==> config.mk <==
export PLATFORM = sky130hd
export DESIGN_NAME = instr_fetch
export DESIGN_NICKNAME = d
export VERILOG_FILES = /design/src/rtl/instr_fetch_pkg.sv /design/src/rtl/instr_fetch_pc_next_calc.sv /design/src/rtl/instr_fetch.sv
export SDC_FILE = /design/constraint.sdc
export NUM_CORES = 1
export LEC_CHECK = 0
export CAP_MARGIN = 20
export CORE_ASPECT_RATIO = 0.9
export CORE_MARGIN = 5
export CORE_UTILIZATION = 36
export CTS_CLUSTER_SIZE = 16
export DETAILED_ROUTE_END_ITERATION = 10
export GPL_TIMING_DRIVEN = 0
export PLACE_DENSITY = 0.66
export SYNTH_ARGS = -nofsm -noshare
export SYNTH_HDL_FRONTEND = slang
export SYNTH_SLANG_ARGS = --single-unit
==> constraint.sdc <==
create_clock -name CLK -period 2.94 [get_ports CLK]
set_clock_uncertainty 0.05 [all_clocks]
set_input_delay 0.882 -clock CLK [delete_from_list [all_inputs] [get_ports CLK]]
set_output_delay 0.882 -clock CLK [all_outputs]
set_load 0.01 [all_outputs]
==> src/rtl/instr_fetch_pkg.sv <==
//------------------------------------------------------------------------------
// Module : instr_fetch_pkg
// Brief  : Shared constants for the instruction fetch stage (FSM codes, NOP, reset vector).
// Rev    : 1.0 - initial release
//------------------------------------------------------------------------------
`default_nettype none

package instr_fetch_pkg;

    localparam logic [1:0]  c_ST_FETCH = 2'd0;
    localparam logic [1:0]  c_ST_WAIT  = 2'd1;
    localparam logic [1:0]  c_ST_FULL  = 2'd2;

    localparam logic [31:0] c_INSTR_NOP            = 32'h0000_0013;
    localparam logic [31:0] c_DEFAULT_RESET_VECTOR = 32'h0000_0000;

endpackage

`default_nettype wire

==> src/rtl/instr_fetch_pc_next_calc.sv <==
//------------------------------------------------------------------------------
// Module : pc_next_calc
// Brief  : Combinational next-PC selection (sequential or branch) with misalign flag.
// Rev    : 1.0 - initial release
//------------------------------------------------------------------------------
`default_nettype none

module pc_next_calc (
    input  logic [31:0] instr_pc_i,
    input  logic [31:0] ext_imm_i,
    input  logic        branch_taken_i,
    output logic [31:0] next_pc_o,
    output logic        misalign_o
);

    logic [31:0] w_target;
    logic [31:0] w_seq;

    assign w_target = instr_pc_i + ext_imm_i;
    assign w_seq    = instr_pc_i + 32'd4;

    // Branch targets are forced word-aligned; bit 1 is reported instead of honoured.
    assign next_pc_o  = branch_taken_i ? (w_target & 32'hFFFF_FFFC) : w_seq;
    assign misalign_o = branch_taken_i & w_target[1];

endmodule

`default_nettype wire

==> src/rtl/instr_fetch.sv <==
//------------------------------------------------------------------------------
// Module : instr_fetch
// Brief  : Multicycle RV32 fetch stage: one outstanding request, instruction register.
// Rev    : 1.0 - initial release
//------------------------------------------------------------------------------
`default_nettype none

module instr_fetch
    import instr_fetch_pkg::*;
#(
    parameter logic [31:0] RESET_PC = c_DEFAULT_RESET_VECTOR
) (
    input  logic        CLK,
    input  logic        Reset,
    output logic        IMemReq,
    output logic [31:0] IMemAddr,
    input  logic        IMemRValid,
    input  logic [31:0] IMemRData,
    output logic [31:0] Instr,
    output logic [31:0] InstrPC,
    output logic        InstrValid,
    input  logic        InstrAccept,
    input  logic        BranchTaken,
    input  logic [31:0] ExtendedImm,
    output logic        MisalignPulse
);

    logic [1:0]  state_q;
    logic [1:0]  state_d;
    logic [31:0] pc_q;
    logic [31:0] instr_q;
    logic [31:0] instr_pc_q;
    logic        misalign_q;

    logic [31:0] w_next_pc;
    logic        w_misalign;
    logic        w_capture;
    logic        w_accept;

    pc_next_calc u_pc_next_calc (
        .instr_pc_i     (instr_pc_q),
        .ext_imm_i      (ExtendedImm),
        .branch_taken_i (BranchTaken),
        .next_pc_o      (w_next_pc),
        .misalign_o     (w_misalign)
    );

    assign w_capture = (state_q == c_ST_WAIT) && IMemRValid;
    assign w_accept  = (state_q == c_ST_FULL) && InstrAccept;

    always_ff @(posedge CLK) begin
        if (Reset) begin
            state_q <= c_ST_FETCH;
        end else begin
            state_q <= state_d;
        end
    end

    always_comb begin
        state_d = state_q;
        case (state_q)
            c_ST_FETCH: state_d = c_ST_WAIT;
            c_ST_WAIT:  if (IMemRValid) state_d = c_ST_FULL;
            c_ST_FULL:  if (InstrAccept) state_d = c_ST_FETCH;
            default:    state_d = c_ST_FETCH;
        endcase
    end

    always_comb begin
        IMemReq    = 1'b0;
        InstrValid = 1'b0;
        case (state_q)
            c_ST_FETCH: IMemReq    = 1'b1;
            c_ST_FULL:  InstrValid = 1'b1;
            default: begin
                IMemReq    = 1'b0;
                InstrValid = 1'b0;
            end
        endcase
    end

    // Responses outside WAIT never reach the instruction register.
    always_ff @(posedge CLK) begin
        if (Reset) begin
            pc_q       <= RESET_PC;
            instr_q    <= c_INSTR_NOP;
            instr_pc_q <= 32'h0000_0000;
            misalign_q <= 1'b0;
        end else begin
            misalign_q <= 1'b0;
            if (w_capture) begin
                instr_q    <= IMemRData;
                instr_pc_q <= pc_q;
            end
            if (w_accept) begin
                pc_q       <= w_next_pc;
                misalign_q <= w_misalign;
            end
        end
    end

    assign IMemAddr      = pc_q;
    assign Instr         = instr_q;
    assign InstrPC       = instr_pc_q;
    assign MisalignPulse = misalign_q;

endmodule

`default_nettype wire

Run 1, the metal 3 layer:
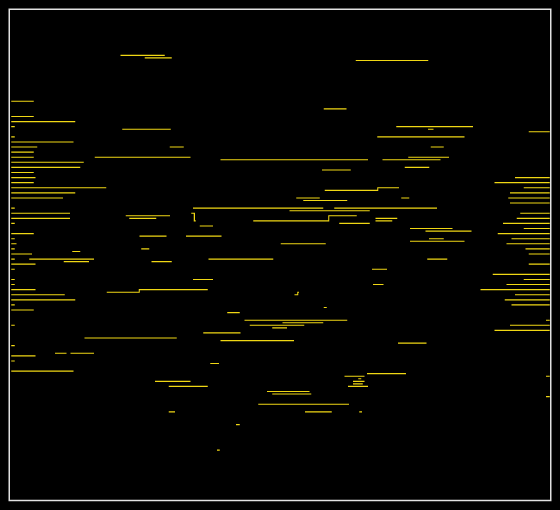
The longest straight run is 39.1 um. The layer holds 6.5% of the routed length. The wires run mostly horizontal. The layer carries 1360 um of wire. 129 nets have wire on it.
Via Count: 6325
aggregate routed wire length: 20900 um
met3 usage: 3.89%

Run 1, track usage over the die:
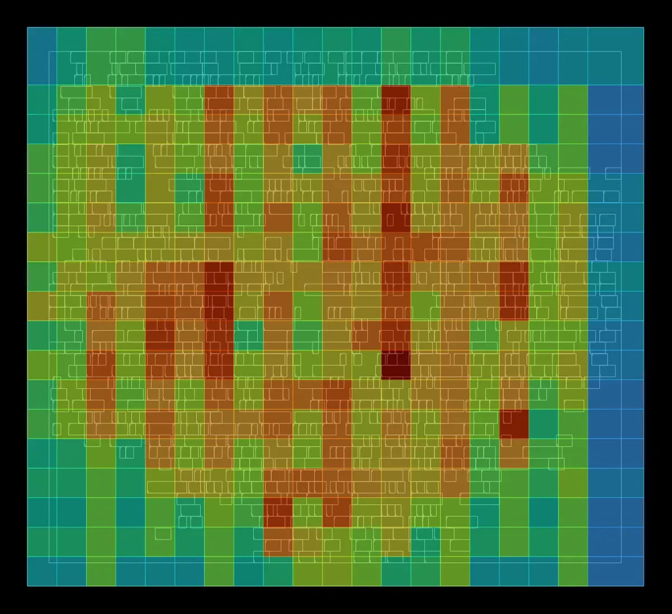
met1 routing resource usage after global routing: 30.3%
WL per Instance: 17.6 um
Tot GR Track Use: 21.5%
most used routing layer: met2

Run 1, register map, names as in the netlist:
The bar under the picture is 50 um long. Other sequential cells in the stronger grey, the rest of the logic in the fainter grey.
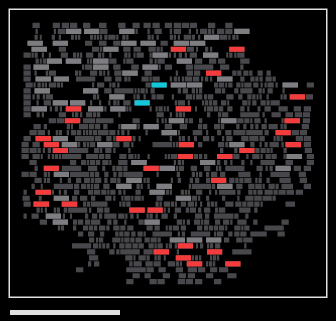
state_q: in cyan, flops 2. InstrPC: in red, flops 32.
Another 65 sequential cells are not coloured.
P_seq: 1.39 mW
fin util: 53.7%
Seq/total area: 23.1%

==> flow report, run 1 <==
======================================================================================
Run status .............................................................. complete, no violations
Post-synthesis average cell area ........................................     7.55 um2
Adder Area Share ........................................................        6.99%
Cell count after synthesis ..............................................          773
WL met1 .................................................................      9600 um
Placed standard-cell area ...............................................  0.00774 mm2
Antenna cell count ......................................................            0
Clk network pwr share ...................................................        39.0%
Buffers excl. clock .....................................................          234
Die Area ................................................................   0.0189 mm2
Share of power burned in combinational logic ............................        15.9%
Most used cells in the layout excluding fill and tap cells .............. sky130_fd_sc_hd__nand2_1, sky130_fd_sc_hd__clkdlybuf4s50_1, sky130_fd_sc_hd__a21oi_1, sky130_fd_sc_hd__dfxtp_1, sky130_fd_sc_hd__nor2_1
Maximum vdd drop ........................................................   0.000279 V
Weighted congestion reported at the end of routability-driven placement .        0.866
Initial antenna violation count .........................................            0
Multi-input logic area ..................................................  0.00398 mm2
Proportion of synthesized chip area in sequential cells .................        34.0%
Registers ...............................................................           99
Tally of unique sky130hd cells used after synthesis .....................           63
Multiplexer share .......................................................       0.515%
Synth area leader ....................................................... sky130_fd_sc_hd__dfxtp_1
Share of final-layout standard cells stronger than drive strength 1 .....        12.1%
Async SR Flop Fraction ..................................................           0%
Tool warnings ...........................................................           26
Combinational share of cell area ........................................        46.3%
Maximum number of pins on one net before global-route repair ............           20
Number of cells traversed by the worst hold path ........................            2
Combinational-cell power consumption ....................................       493 uW
Yosys warns .............................................................            0
Logic family by area .................................................... simple AND/OR/NAND/NOR gates
Count of placed standard cells including taps ...........................         1145
Beginning of the critical path .......................................... ExtendedImm[3]
Buffers on Ports ........................................................          165
Number of buffers and inverters on the critical path ....................            1
Critical R2R Capture .................................................... IMemAddr[25]
Bufs on Longest Clock Path ..............................................            2
Number of inverters outside the clock class in the layout ...............           15
Non-clock buffer share of cell area .....................................        23.5%
======================================================================================
Run 1, M2 wires:
The bar under the picture is 50 um long.
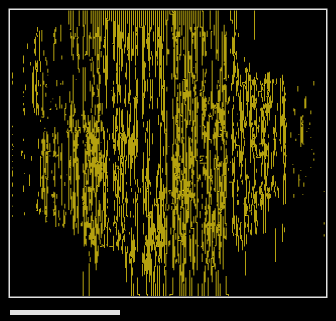

==> run 1 -> run 2 <==
Settings changed: PLACE_DENSITY 0.66 to default, SETUP_SLACK_MARGIN from default to 0.4.
Clock period 2.94 ns to 3.2 ns, I/O delays scaled along.
Run 2, M2 wires:
The bar under the picture is 50 um long.
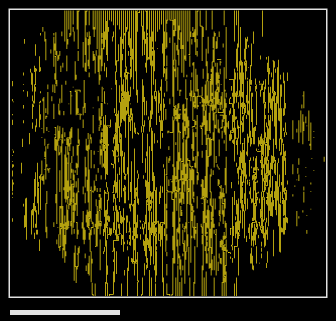
The wires run mostly vertical. The layer holds 45% of the routed length. The layer carries 9770 um of wire. 866 nets have wire on it. The longest straight run is 52.4 um.
aggregate routed wire length: 21500 um
Via Count: 6276

Run 2, gate-type map:
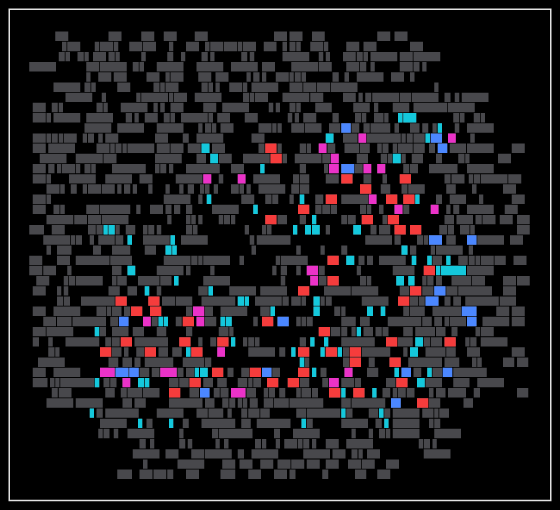
non-inverting ao/oa cells: in blue, cells 19. and/or cells: in magenta, cells 24. xor and xnor cells: in red, cells 51. nor cells: in cyan, cells 78.

Run 2, track usage over the die:
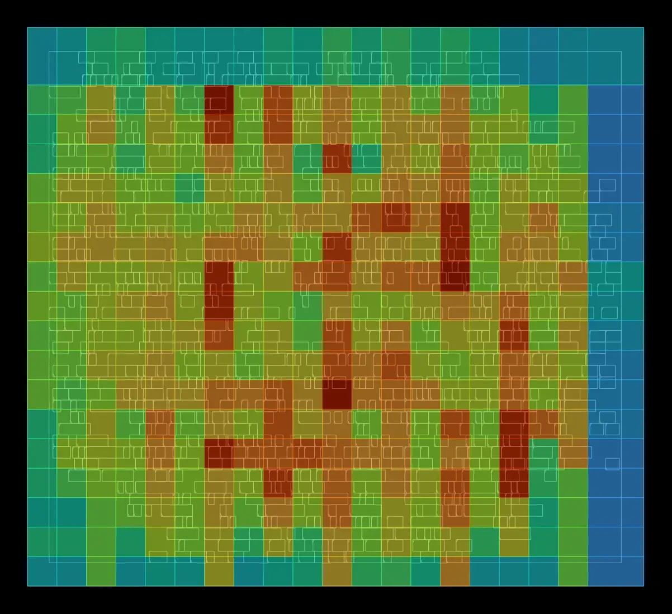
met1 routing resource usage after global routing: 31.9%
fin util: 54.2%
WL per Instance: 18.0 um
met3 usage: 5.24%

==> run 2 against run 1 <==
Effect of this change:
- first-iteration DRC count is 13% higher
- synthesized area unchanged
- power fell by 7.7%
- combinational power down 6.3%
- hold slack about the same
- utilization up 0.53 points
- die area did not move
- largest cell class unchanged
- highest routed layer unchanged
==> flow report, run 2 <==
=======================================================================================
Antenna cell count .......................................................            0
Cell count after synthesis ...............................................          773
Combinational share of cell area .........................................        46.4%
Number of buffers and inverters on the critical path .....................            1
Logic family by area ..................................................... simple AND/OR/NAND/NOR gates
Non-clock buffer share of cell area ......................................        23.8%
Seq/total area ...........................................................        22.8%
Most used routing layer ..................................................         met2
ANT nets after route .....................................................            0
Number of enable flip-flop cells .........................................            0
H-tree levels ............................................................            3
Tot GR Track Use .........................................................        22.4%
Most used cells in the layout excluding fill and tap cells ............... sky130_fd_sc_hd__nand2_1, sky130_fd_sc_hd__clkdlybuf4s50_1, sky130_fd_sc_hd__dfxtp_1, sky130_fd_sc_hd__a21oi_1, sky130_fd_sc_hd__nor2_1
Number of inverters outside the clock class in the layout ................           15
Register share of total power ............................................        44.9%
Combinational-cell power consumption .....................................       462 uW
Tally of unique sky130hd cells used after synthesis ......................           63
Proportion of synthesized chip area in sequential cells ..................        34.0%
Yosys warns ..............................................................            0
Clk network pwr share ....................................................        39.0%
Buffers on Ports .........................................................          165
Bufs on Longest Clock Path ...............................................            2
Count of placed standard cells including taps ............................         1145
Critical R2R Capture ..................................................... IMemAddr[30]
Share of power burned in combinational logic .............................        16.2%
Hold path startpoint .....................................................    Instr[29]
Maximum number of pins on one net before global-route repair .............           20
Weighted congestion reported at the end of routability-driven placement ..        0.891
P_int ....................................................................      2.03 mW
Most numerous logic cell after layout .................................... sky130_fd_sc_hd__nand2_1
Initial antenna violation count ..........................................            0
Post-synthesis average cell area .........................................     7.55 um2
Share of final-layout standard cells stronger than drive strength 1 ......        14.2%
WL met1 ..................................................................     10000 um
Adder Area Share .........................................................        6.99%
Number of violations reported at the end of detailed-routing iteration 0 .          494
Top-Level Pins ...........................................................          168
Multiplexer share ........................................................       0.515%
P_seq ....................................................................      1.28 mW
Registers ................................................................           99
Buffers excl. clock ......................................................          239
Run status ............................................................... complete, no violations
TritonCTS clock tree .....................................................          yes
Die Area .................................................................   0.0189 mm2
Number of cells traversed by the worst hold path .........................            2
Async SR Flop Fraction ...................................................           0%
Tool warnings ............................................................           29
Placed standard-cell area ................................................  0.00789 mm2
Fin area .................................................................  0.00868 mm2
Beginning of the critical path ........................................... ExtendedImm[6]
=======================================================================================
Run 2, the metal 3 layer:
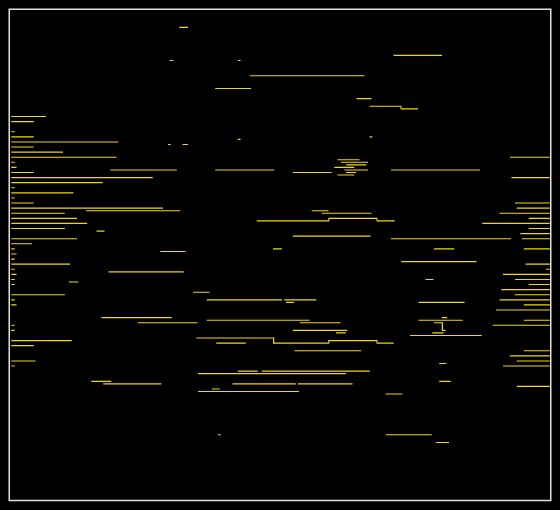

==> run 2 -> run 3 <==
Settings changed: GPL_TIMING_DRIVEN 0 to default.
Run 3, the metal 3 layer:
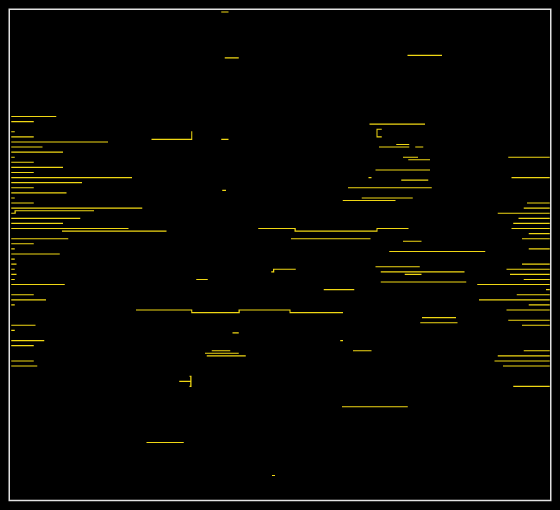
The layer carries 1140 um of wire. The wires run mostly horizontal. 102 nets have wire on it.
aggregate routed wire length: 20400 um
met3 usage: 4.59%
Via Count: 6231

Run 3, gate-type map:
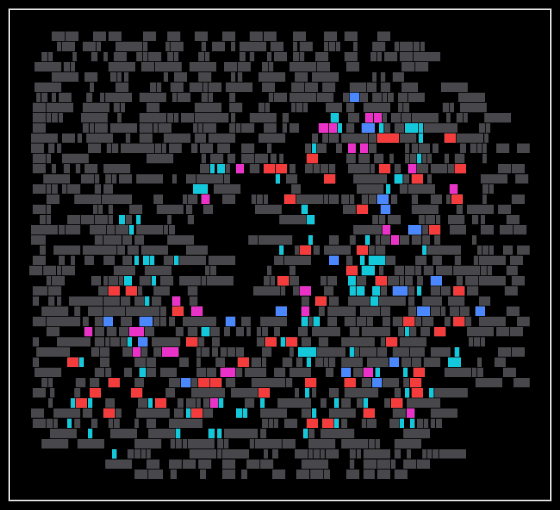
and/or cells: in magenta, cells 24. xor and xnor cells: in red, cells 51. nor cells: in cyan, cells 78. non-inverting ao/oa cells: in blue, cells 19.

==> run 3 against run 2 <==
Effect of this change:
- die area stayed put
- hold slack got worse by 0.56 ps
- largest cell class unchanged
- utilization increased by 1.7 points
==> flow report, run 3 <==
=======================================================================================
Run status ............................................................... complete, no violations
P_seq ....................................................................      1.28 mW
Buffers on Ports .........................................................          167
Antenna cell count .......................................................            0
Top-Level Pins ...........................................................          168
Buffers excl. clock ......................................................          251
Adder Area Share .........................................................        6.99%
Initial antenna violation count ..........................................            0
Met1 routing resource usage after global routing .........................        29.3%
Number of violations reported at the end of detailed-routing iteration 0 .          402
Number of cells traversed by the worst hold path .........................            2
Yosys warns ..............................................................            0
Most numerous logic cell after layout .................................... sky130_fd_sc_hd__nand2_1
Tool warnings ............................................................           28
TritonCTS clock tree .....................................................          yes
Critical R2R Capture ..................................................... IMemAddr[30]
Multiplexer share ........................................................       0.515%
Number of inverters outside the clock class in the layout ................           15
Clk network pwr share ....................................................        39.5%
WL met1 ..................................................................      9500 um
Combinational-cell power consumption .....................................       458 uW
Multi-input logic area ...................................................  0.00408 mm2
Most used routing layer ..................................................         met2
Logic family by area ..................................................... simple AND/OR/NAND/NOR gates
=======================================================================================
Run 3, register map, names as in the netlist:
The bar under the picture is 50 um long. Other sequential cells in the stronger grey, the rest of the logic in the fainter grey.
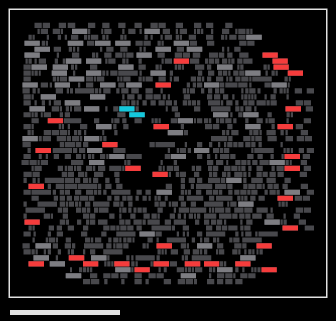
InstrPC: in red, flops 32, where widely spread. state_q: in cyan, flops 2.
Another 65 sequential cells are not coloured.

Power is estimated from default activity; no workload was simulated.
